$ cat config.mk
export PLATFORM = sky130hd
export DESIGN_NAME = port_alloc_st2
export DESIGN_NICKNAME = d
export VERILOG_FILES = /design/src/rtl/port_alloc_st2_pkg.sv /design/src/rtl/port_alloc_pick.sv /design/src/rtl/port_alloc_st2.sv
export SDC_FILE = /design/constraint.sdc
export NUM_CORES = 1
export LEC_CHECK = 0
export ABC_AREA = 1
export CORE_MARGIN = 2
export CORE_UTILIZATION = 45
export CTS_CLUSTER_DIAMETER = 60
export DETAILED_ROUTE_END_ITERATION = 8
export GPL_TIMING_DRIVEN = 0
export PLACE_DENSITY = 0.72
export SETUP_SLACK_MARGIN = 0.15
export SYNTH_ARGS = -nofsm -noshare
export SYNTH_HDL_FRONTEND = slang
export SYNTH_SLANG_ARGS = --single-unit
$ cat constraint.sdc
create_clock -name clk -period 5.85 [get_ports clk]
set_clock_uncertainty 0.2 [all_clocks]
set_input_delay 1.4625 -clock clk [delete_from_list [all_inputs] [get_ports clk]]
set_output_delay 1.4625 -clock clk [all_outputs]
set_load 0.005 [all_outputs]
$ cat src/rtl/port_alloc_st2_pkg.sv
// Shared sizes, types and bit helpers for the stage-2 port allocator.
// Per-channel vectors are packed channel-major: channel i occupies [i*W +: W].
package port_alloc_st2_pkg;

    localparam int unsigned NUM_CH      = 4;
    localparam int unsigned NUM_OUT     = 4;
    localparam int unsigned PC_W        = 3;
    localparam int unsigned MAX_FLIT    = 5;
    localparam int unsigned DEFL_THRESH = 6;
    localparam int unsigned CH_W        = 2;
    localparam int unsigned CNT_W       = 3;

    typedef logic [NUM_OUT-1:0] port_vec_t;
    typedef logic [CH_W-1:0]    ch_idx_t;
    typedef logic [CNT_W-1:0]   starve_cnt_t;

    // Isolates the least-significant set bit; zero in gives zero out.
    function automatic port_vec_t lowest_one(input port_vec_t v);
        return v & (~v + port_vec_t'(1));
    endfunction

    function automatic logic [PC_W-1:0] popcount(input port_vec_t v);
        logic [PC_W-1:0] n;
        n = '0;
        for (int i = 0; i < NUM_OUT; i++) begin
            n = n + PC_W'(v[i]);
        end
        return n;
    endfunction

endpackage

$ cat src/rtl/port_alloc_pick.sv
// One link of the deflection priority chain: prefer a free productive port,
// otherwise fall back to the lowest free port.
module port_alloc_pick
    import port_alloc_st2_pkg::*;
(
    input  port_vec_t ppv_i,
    input  port_vec_t free_i,
    output port_vec_t port_o,
    output logic      prod_o
);

    port_vec_t prod_avail;

    always_comb begin
        prod_avail = ppv_i & free_i;
        if (prod_avail != '0) begin
            port_o = lowest_one(prod_avail);
            prod_o = 1'b1;
        end else begin
            port_o = lowest_one(free_i);
            prod_o = 1'b0;
        end
    end

endmodule

$ cat src/rtl/port_alloc_st2.sv
// Stage-2 port allocator: overlap filter, deflection assignment with a round-robin
// pointer plus starvation override, multicast fork accounting; all outputs registered.
module port_alloc_st2
    import port_alloc_st2_pkg::*;
(
    input  logic                      clk,
    input  logic                      reset,
    input  logic [NUM_CH-1:0]         valid_in,
    input  logic [NUM_CH-1:0]         mc_in,
    input  logic [NUM_CH*NUM_OUT-1:0] apv_p_in,
    input  logic [NUM_CH*NUM_OUT-1:0] ppv_p_in,
    input  logic [NUM_CH*PC_W-1:0]    numFlit_in,
    output logic [NUM_CH*NUM_OUT-1:0] apv_out,
    output logic [NUM_CH*NUM_OUT-1:0] ppv_rem_out,
    output logic [NUM_CH*PC_W-1:0]    numFlit_out,
    output logic [NUM_CH-1:0]         defl_out,
    output logic [NUM_CH-1:0]         noport_out,
    output logic [NUM_CH-1:0]         valid_out
);

    port_vec_t       apv_p [NUM_CH];
    port_vec_t       ppv_p [NUM_CH];
    port_vec_t       g     [NUM_CH];
    logic [PC_W-1:0] nf_in [NUM_CH];

    for (genvar i = 0; i < NUM_CH; i++) begin : g_unpack
        assign apv_p[i] = apv_p_in[i*NUM_OUT +: NUM_OUT];
        assign ppv_p[i] = ppv_p_in[i*NUM_OUT +: NUM_OUT];
        assign nf_in[i] = numFlit_in[i*PC_W +: PC_W];
    end

    ch_idx_t     rr_q, rr_d;
    starve_cnt_t starve_q [NUM_CH];
    starve_cnt_t starve_d [NUM_CH];

    port_vec_t         claimed, overlap, free;
    logic [NUM_CH-1:0] cand;

    always_comb begin
        claimed = '0;
        overlap = '0;
        for (int i = 0; i < NUM_CH; i++) begin
            g[i] = '0;
            if (valid_in[i]) begin
                g[i]    = apv_p[i] & ~claimed;
                overlap = overlap | (apv_p[i] & claimed);
                claimed = claimed | apv_p[i];
            end
            cand[i] = valid_in[i] && (g[i] == '0);
        end
        free = ~claimed;
    end

    // Service order: lowest starved channel first (if any), then round-robin from rr_q.
    ch_idx_t order [NUM_CH];
    logic    has_st;
    ch_idx_t st_idx;

    always_comb begin
        ch_idx_t slot;
        ch_idx_t idx;
        has_st = 1'b0;
        st_idx = '0;
        for (int i = 0; i < NUM_CH; i++) begin
            if (!has_st && starve_q[i] == CNT_W'(DEFL_THRESH)) begin
                has_st = 1'b1;
                st_idx = ch_idx_t'(i);
            end
        end
        for (int k = 0; k < NUM_CH; k++) begin
            order[k] = ch_idx_t'(k);
        end
        slot = '0;
        if (has_st) begin
            order[0] = st_idx;
            slot     = ch_idx_t'(1);
        end
        for (int j = 0; j < NUM_CH; j++) begin
            idx = rr_q + ch_idx_t'(j);
            if (!(has_st && idx == st_idx)) begin
                order[slot] = idx;
                slot        = slot + ch_idx_t'(1);
            end
        end
    end

    port_vec_t         slot_port [NUM_CH];
    logic [NUM_CH-1:0] slot_prod;

    for (genvar k = 0; k < NUM_CH; k++) begin : g_slot
        port_vec_t free_in, port, free_nxt;
        logic      prod;

        if (k == 0) begin : g_first
            assign free_in = free;
        end else begin : g_next
            assign free_in = g_slot[k-1].free_nxt;
        end

        port_alloc_pick u_pick (
            .ppv_i  (ppv_p[order[k]]),
            .free_i (free_in),
            .port_o (port),
            .prod_o (prod)
        );

        assign slot_port[k] = cand[order[k]] ? port : '0;
        assign slot_prod[k] = prod;
        assign free_nxt     = free_in & ~slot_port[k];
    end

    port_vec_t                 apv_ch [NUM_CH];
    logic [NUM_CH-1:0]         defl_d, noport_d;
    logic [NUM_CH*NUM_OUT-1:0] apv_d, ppv_rem_d;
    logic [NUM_CH*PC_W-1:0]    nf_d;
    logic                      any_cand;
    ch_idx_t                   last_cand;

    always_comb begin
        logic [PC_W-1:0] sum;
        defl_d    = '0;
        noport_d  = '0;
        any_cand  = 1'b0;
        last_cand = '0;
        for (int i = 0; i < NUM_CH; i++) begin
            apv_ch[i] = g[i];
        end
        for (int k = 0; k < NUM_CH; k++) begin
            if (cand[order[k]]) begin
                apv_ch[order[k]]   = slot_port[k];
                noport_d[order[k]] = (slot_port[k] == '0);
                defl_d[order[k]]   = (slot_port[k] != '0) && !slot_prod[k];
                any_cand           = 1'b1;
                last_cand          = order[k];
            end
        end
        rr_d = any_cand ? last_cand + ch_idx_t'(1) : rr_q;

        for (int i = 0; i < NUM_CH; i++) begin
            apv_d[i*NUM_OUT +: NUM_OUT]     = apv_ch[i];
            // Invalid slots carry no flit, so nothing is left to serve.
            ppv_rem_d[i*NUM_OUT +: NUM_OUT] = (valid_in[i] && mc_in[i]) ?
                                              (ppv_p[i] & ~apv_ch[i]) : '0;
            sum = nf_in[i] + popcount(apv_ch[i]) - PC_W'(apv_ch[i] != '0);
            if (mc_in[i]) begin
                nf_d[i*PC_W +: PC_W] = (sum > PC_W'(MAX_FLIT)) ? PC_W'(MAX_FLIT) : sum;
            end else begin
                nf_d[i*PC_W +: PC_W] = nf_in[i];
            end

            starve_d[i] = starve_q[i];
            if (valid_in[i]) begin
                if (defl_d[i] || noport_d[i]) begin
                    if (starve_q[i] != CNT_W'(DEFL_THRESH)) begin
                        starve_d[i] = starve_q[i] + starve_cnt_t'(1);
                    end
                end else begin
                    starve_d[i] = '0;
                end
            end
        end
    end

    always_ff @(posedge clk or negedge reset) begin
        if (!reset) begin
            rr_q        <= '0;
            apv_out     <= '0;
            ppv_rem_out <= '0;
            numFlit_out <= '0;
            defl_out    <= '0;
            noport_out  <= '0;
            valid_out   <= '0;
            for (int i = 0; i < NUM_CH; i++) begin
                starve_q[i] <= '0;
            end
        end else begin
            rr_q        <= rr_d;
            apv_out     <= apv_d;
            ppv_rem_out <= ppv_rem_d;
            numFlit_out <= nf_d;
            defl_out    <= defl_d;
            noport_out  <= noport_d;
            valid_out   <= valid_in;
            for (int i = 0; i < NUM_CH; i++) begin
                starve_q[i] <= starve_d[i];
            end
        end
    end

    // Stage 1 should never hand the same port to two live flits.
    always_ff @(posedge clk) begin
        if (reset) begin
            assert (overlap == '0)
                else $error("port_alloc_st2: overlapping stage-1 grants %b", overlap);
        end
    end

endmodule

==> reports/results.tsv <==
metric	value	unit
holdPathStages	3	
grt_pass1_vias	7074	
ys_sh_mux	0	%
post-route-drc-count	0	
seq_area	1750	sq um
final_nets	1257	
grt_util_met3	7.15	%
initial_core_util	45.7	%
cp_slowest_cell	fa_1	
rr_worst_depth	43	
violations	setup timing	
area_growth	50.4	%
gp_congestion	1.00	
place_ws	-2320	ps
clock_sinks	70	
end_kind	flop	
grt_max_degree	70	
antenna_left	0	
synth_cells	943	
drv_slew	0	
grt_setup_unrepaired	yes	
cts_root_buf	clkbuf_16	
status	finished, violations left	
fin_area	9900	sq um
gr-total-overflow	0	
die_h	125	um
grt_use_met2	47.8	%
synthTopLogicFamily	simple AND/OR/NAND/NOR gates	
cp_top_family	simple AND/OR/NAND/NOR gates	
setup_ws	-1280	ps
avgSynthCellArea	6.98	sq um
path_buffers	8	
place_area	8080	sq um
flop_cell	dfrtp_1	
wl_met1	10500	um
timing.rr.end	numFlit_out[0]	
synth_cell_types	58	
clock.fmax	140	MHz
ys_sh_xor	3.32	%
tool_warnings	36	
h-tree-depth	3	
ys_cells	943	
die_area	15600	sq um
setup_viol	12	
reg2reg_from	starve_q[0]	
ys_sh_adder	7.45	%
die_w	125	um
hpwl	18100	um
simple_gate_area_share	37.7	%
antenna_found_initial	0	
drive_above_1_share	31.5	%
hold_slack	377	ps
==> timing repair <==
action                                  4_1_cts  5_1_grt
gates resized                               149       40
endpoints found under the setup margin       55       26
hold buffers                                  0        0
buffers inserted                             78       27
pin swaps                                    91       67
==> area by class of cell <==
type | count | share of cell area, %
Clock inverter | 4 | 0.227
Tap cell | 184 | 2.32
Multi-Input combinational cell | 692 | 49.6
Inverter | 174 | 6.73
Clock buffer | 12 | 2.49
Buffer | 9 | 1.14
Sequential cell | 70 | 17.7
Timing Repair Buffer | 215 | 19.8
==> synthesized netlist by cell type (all sizes together) (2+ instances only) <==
| cell | n | area (sq um) |
|---|---|---|
| nand2 | 274 | 1160 |
| inv | 169 | 634 |
| nand3 | 87 | 616 |
| nor2 | 86 | 398 |
| dfrtp | 70 | 1750 |
| o21ai | 48 | 248 |
| a21oi | 29 | 171 |
| nor3 | 25 | 135 |
| nand4 | 21 | 138 |
| ha | 20 | 250 |
| xnor2 | 17 | 168 |
| fa | 12 | 240 |
| o211ai | 11 | 82.6 |
| o221ai | 11 | 96.3 |
| buf | 8 | 63.8 |
| a22oi | 7 | 66.3 |
| a21boi | 5 | 41.3 |
| clkinv | 5 | 20.0 |
| o311ai | 5 | 43.8 |
| xor2 | 5 | 51.3 |
| a31oi | 3 | 18.8 |
| a32o | 3 | 30.0 |
| or2 | 3 | 18.8 |
| a211oi | 2 | 15.0 |
| a221oi | 2 | 17.5 |
| conb | 2 | 7.51 |
| o21a | 2 | 15.0 |
| o21bai | 2 | 30.0 |
| o22ai | 2 | 12.5 |
| o31ai | 2 | 15.0 |
**Signal wires by layer**

Drawn at 3 px/um.
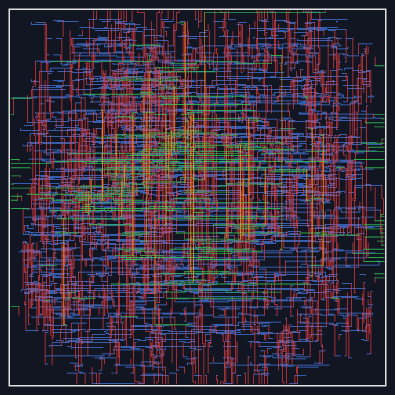
[green] met3 | wire length: 2310 um
[red] met2 | wire length: 11300 um
[orange] met4 | wire length: 932 um
[blue] met1 | wire length: 10500 um
routed len/inst: 18.4 um
final wirelength: 25100 um
total track usage: 31.5%
Vias: 7455

**The clock network**

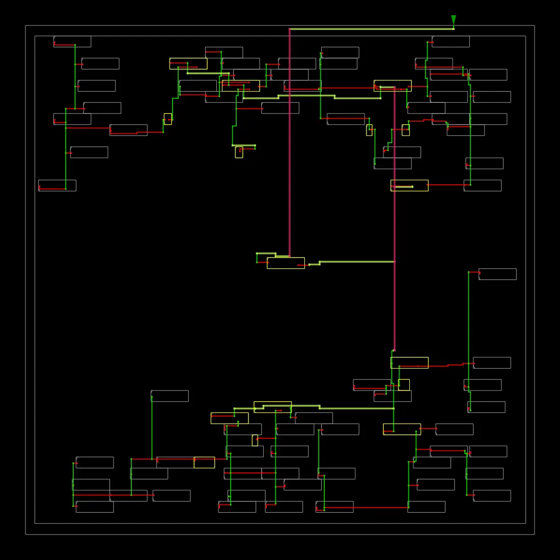
Late-Pin Clk Latency: 340 ps
# clk buffers: 12
seq_cells: 70

**Port wiring**

Drawn at 4 px/um.
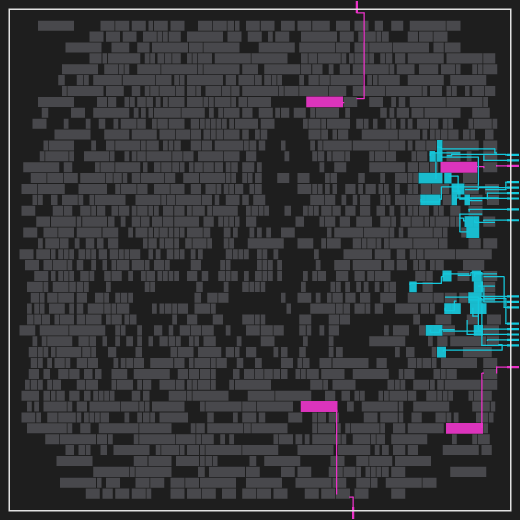
[magenta] defl_out | bits: 4 | direction: output | edge: 2 east, 1 south, 1 north | end cells: 4 | buffers: 4 | wire: 75.6 um
[cyan] apv_p_in | bits: 16 | direction: input | edge: east | end cells: 25 | buffers: 16 | wire: 389 um

**Gate families picked out**

Drawn at 3 px/um.
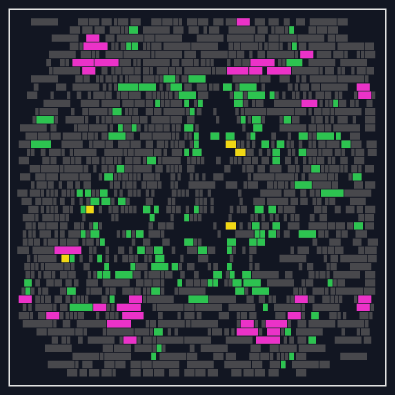
[yellow] AND-OR and OR-AND gates | cells: 5
[magenta] adder and majority cells | cells: 32 | where: widely spread
[green] inverting AOI/OAI gates | cells: 130

